**config.mk**
```make
export PLATFORM = sky130hd
export DESIGN_NAME = adventure_rooms_flat
export DESIGN_NICKNAME = d
export VERILOG_FILES = /design/src/rtl/adventure_rooms_if.sv /design/src/rtl/adventure_rooms.sv /design/src/flat_wrapper.sv
export SDC_FILE = /design/constraint.sdc
export NUM_CORES = 1
export LEC_CHECK = 0
export CORE_MARGIN = 4
export CORE_UTILIZATION = 40
export CTS_BUF_LIST = sky130_fd_sc_hd__clkbuf_8
export DETAILED_ROUTE_END_ITERATION = 10
export PLACE_DENSITY_LB_ADDON = 0.15
export SLEW_MARGIN = 10
export SYNTH_ARGS = -nofsm -noshare
export SYNTH_HDL_FRONTEND = slang
export SYNTH_SLANG_ARGS = --single-unit
```
**constraint.sdc**
```tcl
create_clock -name clk -period 1.8 [get_ports clk]
set_clock_uncertainty 0.2 [all_clocks]
set_input_delay 0.27 -clock clk [delete_from_list [all_inputs] [get_ports clk]]
set_output_delay 0.27 -clock clk [all_outputs]
set_load 0.005 [all_outputs]
```
**src/rtl/adventure_rooms_if.sv**
```systemverilog
// Button, sword-flag and room/status signals of the adventure room navigator.
// The master drives buttons and sword flag; the slave (navigator) drives room status.
interface adventure_rooms_if #(
  parameter int CNT_W = 8
);
  logic             n;
  logic             s;
  logic             e;
  logic             w;
  logic             v;
  logic [6:0]       room;
  logic             sw;
  logic             win;
  logic             dead;
  logic [CNT_W-1:0] moves;

  modport master (
    output n, s, e, w, v,
    input  room, sw, win, dead, moves
  );

  modport slave (
    input  n, s, e, w, v,
    output room, sw, win, dead, moves
  );
endinterface

```
**src/rtl/adventure_rooms.sv**
```systemverilog
// Room-navigation FSM for the adventure game; the sword flag decides the Dragon's Den outcome.
// Optional saturating move counter enabled by ADVENTURE_MOVE_COUNT_EN.
module adventure_rooms #(
  parameter int CNT_W = 8
) (
  input  logic               clk,
  input  logic               reset,
  adventure_rooms_if.slave   bus
);

  typedef enum logic [6:0] {
    CAVE   = 7'b0000001,
    TUNNEL = 7'b0000010,
    RIVER  = 7'b0000100,
    STASH  = 7'b0001000,
    DEN    = 7'b0010000,
    VAULT  = 7'b0100000,
    GRAVE  = 7'b1000000
  } roomE;

  roomE       room_q;
  roomE       room_d;
  logic [3:0] prev_q;
  logic [3:0] press;
  logic       goN;
  logic       goS;
  logic       goE;
  logic       goW;

  // Button order is {n, s, e, w}; prev always tracks the raw level, even in reset.
  assign press = {bus.n, bus.s, bus.e, bus.w} & ~prev_q;

  always_ff @(posedge clk) begin
    if (reset) begin
      room_q <= CAVE;
    end else begin
      room_q <= room_d;
    end
    prev_q <= {bus.n, bus.s, bus.e, bus.w};
  end

  always_comb begin
    room_d = room_q;
    goN    = press[3];
    goS    = press[2] & ~press[3];
    goE    = press[1] & ~press[3] & ~press[2];
    goW    = press[0] & ~press[3] & ~press[2] & ~press[1];
    case (room_q)
      CAVE: begin
        if (goE) room_d = TUNNEL;
      end
      TUNNEL: begin
        if (goS)      room_d = RIVER;
        else if (goW) room_d = CAVE;
      end
      RIVER: begin
        if (goN)      room_d = TUNNEL;
        else if (goW) room_d = STASH;
        else if (goE) room_d = DEN;
      end
      STASH: begin
        if (goE) room_d = RIVER;
      end
      DEN:     room_d = bus.v ? VAULT : GRAVE;
      VAULT:   room_d = VAULT;
      GRAVE:   room_d = GRAVE;
      default: room_d = CAVE;
    endcase
  end

  assign bus.room = room_q;
  assign bus.sw   = (room_q == STASH);
  assign bus.win  = (room_q == VAULT);
  assign bus.dead = (room_q == GRAVE);

`ifdef ADVENTURE_MOVE_COUNT_EN
  logic [CNT_W-1:0] moves_q;
  logic [CNT_W-1:0] moves_d;
  logic             moveAccepted;

  // Leaving the Den is forced by the sword flag, not a button, so it is not a move.
  always_comb begin
    moveAccepted = (room_d != room_q) && (room_q != DEN);
    moves_d      = moves_q;
    if (moveAccepted && (moves_q != {CNT_W{1'b1}})) begin
      moves_d = moves_q + CNT_W'(1);
    end
  end

  always_ff @(posedge clk) begin
    if (reset) begin
      moves_q <= '0;
    end else begin
      moves_q <= moves_d;
    end
  end

  assign bus.moves = moves_q;
`else
  assign bus.moves = {CNT_W{1'b0}};
`endif

endmodule

```
**src/flat_wrapper.sv**
```systemverilog
// flat-port wrapper written by rule: the top's interface ports become plain ports
module adventure_rooms_flat 
#(
  parameter int CNT_W = 8
)
  (clk, reset, bus_n, bus_s, bus_e, bus_w, bus_v, bus_room, bus_sw, bus_win, bus_dead, bus_moves);
  adventure_rooms_if #(.CNT_W(CNT_W)) bus_i ();
  input  logic clk;
  input  logic reset;
  input wire logic [$bits(bus_i.n)-1:0] bus_n;
  input wire logic [$bits(bus_i.s)-1:0] bus_s;
  input wire logic [$bits(bus_i.e)-1:0] bus_e;
  input wire logic [$bits(bus_i.w)-1:0] bus_w;
  input wire logic [$bits(bus_i.v)-1:0] bus_v;
  output wire logic [$bits(bus_i.room)-1:0] bus_room;
  output wire logic [$bits(bus_i.sw)-1:0] bus_sw;
  output wire logic [$bits(bus_i.win)-1:0] bus_win;
  output wire logic [$bits(bus_i.dead)-1:0] bus_dead;
  output wire logic [$bits(bus_i.moves)-1:0] bus_moves;
  assign bus_i.n = bus_n;
  assign bus_i.s = bus_s;
  assign bus_i.e = bus_e;
  assign bus_i.w = bus_w;
  assign bus_i.v = bus_v;
  assign bus_room = bus_i.room;
  assign bus_sw = bus_i.sw;
  assign bus_win = bus_i.win;
  assign bus_dead = bus_i.dead;
  assign bus_moves = bus_i.moves;
  adventure_rooms #(.CNT_W(CNT_W)) u_core (.clk(clk), .reset(reset), .bus(bus_i));
endmodule
```
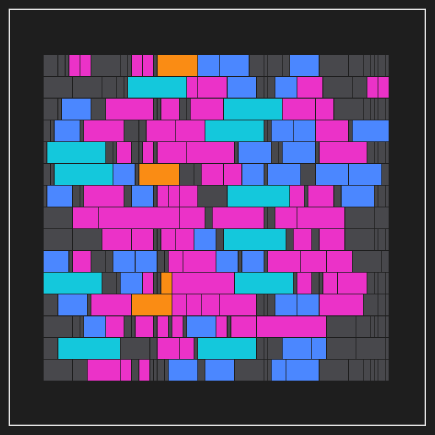
Run 1: placed cells, one color a class
(8 px per um) Fill, decap, tap and diode cells in gray.
Key: magenta = combinational and other logic [cells 72, share of their area 51%]; orange = clock drivers and dummy loads [cells 4, share of their area 3.7%]; blue = remaining buffers and delay cells [cells 38, share of their area 28%]; cyan = sequential cells [cells 11, share of their area 18%]
Seq/total area: 17.81%
post-route cell area: 1257 um2
core area: 1764 um2

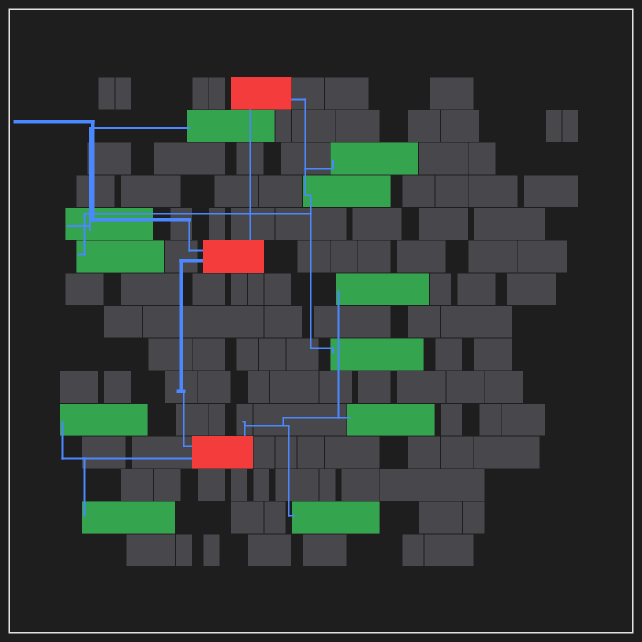
Run 1: clock wires, drivers and flops
(12 px per um)
Key: green = flip-flops [count 11]; red = clock drivers [count 3]; blue = clock wires [length 188 um]
There are 4 routed clock nets.
Power Clock: 0.000251 W
clk_lat worst skew: 240 ps

==> results.cfg, run 1 <==
; flow metrics
[synthesis]
synthArstFlopShare_pct = 0
top_area_share_pct = 28.66
ys_types = 37
synth_stat.cells = 91
top_logic_kind = simple AND/OR/NAND/NOR gates
ys_sh_adder_pct = 0
topCellsByArea = dfxtp_1 (29%), buf_4 (8.8%), mux2i_1 (3.9%)
yosysWarnings = 0
largest_area_cell = dfxtp_1
synthFlopType = dfxtp_1
mux_share_pct = 3.909
xor_share_pct = 3.420
yosys.area_share.aoi_pct = 16.12
ys_seq_share_pct = 28.66
ys_ff = 11
edf_count = 0
syn_area_um2 = 768.2
avgSynthCellArea_um2 = 8.442
netlist_top_cells_count = dfxtp_1 (11), buf_4 (9), nor2_1 (6)
ys_chip_area_um2 = 768.2

[clocking]
clk_pin_slew_ps = 50
cts_root_buffer = clkbuf_8
cts_tree = yes
clkSinkCount = 11
cts-htree-levels = 1
cts_hold_buf = 0

[critical_path]
cp_cell_sequence = buf_6, or4_4, buf_6, nor3_4, a311oi_1, a311oi_1, mux2i_1
cp_max_fo = 2
regToRegEndpoint = u_core.bus.room[0]
crit_buf_inv = 2
cp-start-kind = register
worstPathArrival_ps = 1950
crit_type = reg -> reg
r2r_setup_slack_ps = -230
crit_start = u_core.bus.room[2]
crit_end = u_core.bus.room[0]
cp_top_family = simple AND/OR/NAND/NOR gates
required_ps = 1710
slowest_stage = or4_4
path_depth = 7

[final_layout]
nNonClkInverters = 2
nClkBuffers = 3
final_cell_mix = buf_4 (16), conb_1 (8), clkdlybuf4s50_1 (8), dfxtp_1 (8), buf_6 (7)
seq_cell_count = 11
lay_top_count = buf_4
fin_util_pct = 71.28
drive_gt1_share_pct = 45.60
syn2layout_area_growth_pct = 63.68
nFillCells = 145
layout.nonclk_buf_share_pct = 26.87
buffers_excl_clock = 38

[pwr]
p_int_w = 0.0006823
seq-power_w = 0.000278
p_per_area_nw_per_um2 = 851.0
power_frac_seq_pct = 26.0
p_leak_nw = 0.5459
power_leader = combinational cells
ir_drop_mv = 0.4681
clockPowerShare_pct = 23.4
switching_power_w = 0.0003877

[grt]
grt_first_pass_wirelength_mm = 3.663
use_met1_pct = 21.37
grt_max_degree = 13
met3_usage_pct = 1.719
antenna_found_initial = 0

[flow_run]
drv_cap = 0
warnings = 29

[sta]
fin_setup_tns_ps = -1093
setup_slack_ps = -233.7
grt_setup_unrepaired = true
setup_viol = 11
hold_violations = 0

[min_path]
min_from = bus_w
hold_path_class = in -> reg
min_to = u_core.prev_q[0]

[route]
via_per_inst = 5.307
drc = 0

[die]
io_pins = 25
die_height_um = 51.83
nWellTaps = 25
die_x_um = 51.83
die-area_um2 = 2686
fp_util_pct = 43.55

[placed_design]
port_buffers = 16
dp_cells = 143
dpl_cell_area_um2 = 1039
hpwl_mm = 1.365
routabilityCongestion = 0.7672

[run_status]
status = finished, violations left
violations = negative setup slack
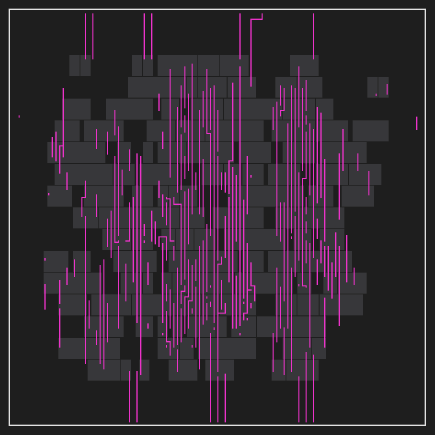
Run 1: metal 2
(8 px per um)
121 nets have wire on it. The wires run mostly vertical.
WL final: 2.283 mm
met2 Resource Use GR: 32.64%
via count: 796

--- run 2 (diff from run 1) ---
SKIP_CTS_REPAIR_TIMING = 1   (was default)
==> run 2 against run 1 <==
  * The flow finishes with violations (negative hold slack, negative setup slack)
  * Global-route usage down 3.2 points
  * Flip-flop count unchanged
  * Sequential share of layout area down 0.053 points
  * Worst setup slack better by 54 ps
  * Sequential power about the same
  * Total power down 0.84%
  * Clock power about the same
  * Critical path depth down 4
  * Hold slack worse by 100 ps
  * Largest cell class unchanged
==> results.cfg, run 2 <==
; flow metrics
[sta]
setup_viol = 10
setup_slack_ps = -179.4
hold_slack_ps = -33.08
hold_violations = 1
grt_setup_unrepaired = true
fin_setup_tns_ps = -1251

[final_layout]
nFillCells = 143
final_cell_mix = buf_4 (19), conb_1 (8), clkdlybuf4s50_1 (8), dfxtp_1 (8)
nClkBuffers = 3
syn2layout_area_growth_pct = 64.17
layout.nonclk_buf_share_pct = 29.07
seq_cell_count = 11

[critical_path]
cp_cell_sequence = or4_4, nor4b_2, buf_2
r2r_setup_slack_ps = -160
worstPathArrival_ps = 1510
cp_top_family = simple AND/OR/NAND/NOR gates

[grt]
grt_max_degree = 13
use_met1_pct = 18.39

[pwr]
ir_drop_mv = 0.4798
power_leader = combinational cells
p_leak_nw = 0.5669
p_clk_w = 0.000248
clockPowerShare_pct = 23.4
seq-power_w = 0.000278

[run_status]
status = finished, violations left
violations = negative hold slack, negative setup slack

[synthesis]
xor_share_pct = 3.420
synthFlopType = dfxtp_1
largest_area_cell = dfxtp_1
yosysWarnings = 0
top_area_share_pct = 28.66
ys_seq_share_pct = 28.66
mux_share_pct = 3.909
netlist_top_cells_count = dfxtp_1 (11), buf_4 (9), nor2_1 (6)
ys_types = 37
synthArstFlopShare_pct = 0
edf_count = 0

[min_path]
hold_path_class = in -> reg

[route]
drc = 0
via_per_inst = 5.248

[die]
die-area_um2 = 2686
die_height_um = 51.83

[clocking]
clk_latency_ps = 240
clkSinkCount = 11

[placed_design]
port_buffers = 16
routabilityCongestion = 0.7672

[flow_run]
warnings = 28
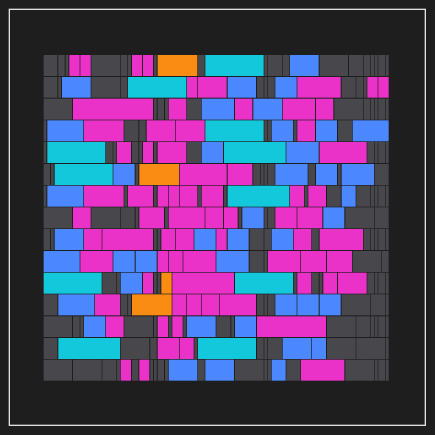
Run 2: placed cells, one color a class
(8 px per um) Fill, decap, tap and diode cells in gray.
Key: magenta = combinational and other logic [cells 72, share of their area 48%]; blue = remaining buffers and delay cells [cells 41, share of their area 30%]; orange = clock drivers and dummy loads [cells 4, share of their area 3.7%]; cyan = sequential cells [cells 11, share of their area 18%]
Seq/total area: 17.76%
FP Rows: 15
fin util: 71.49%
post-route cell area: 1261 um2

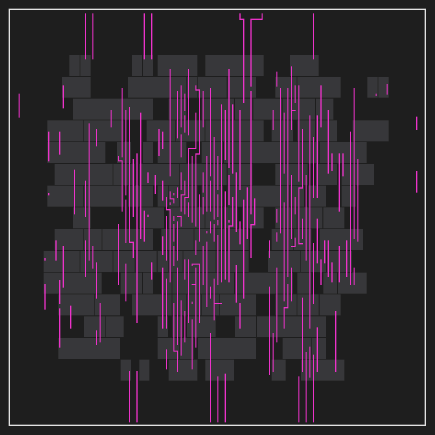
Run 2: metal 2
(8 px per um)
The layer carries 1090 um of wire. The layer holds 51% of the routed length. The wires run mostly vertical. 122 nets have wire on it. The longest straight run is 26.5 um.
via count: 803
WL final: 2.136 mm
met2 Resource Use GR: 25.73%

Power and IR drop assume default switching activity.
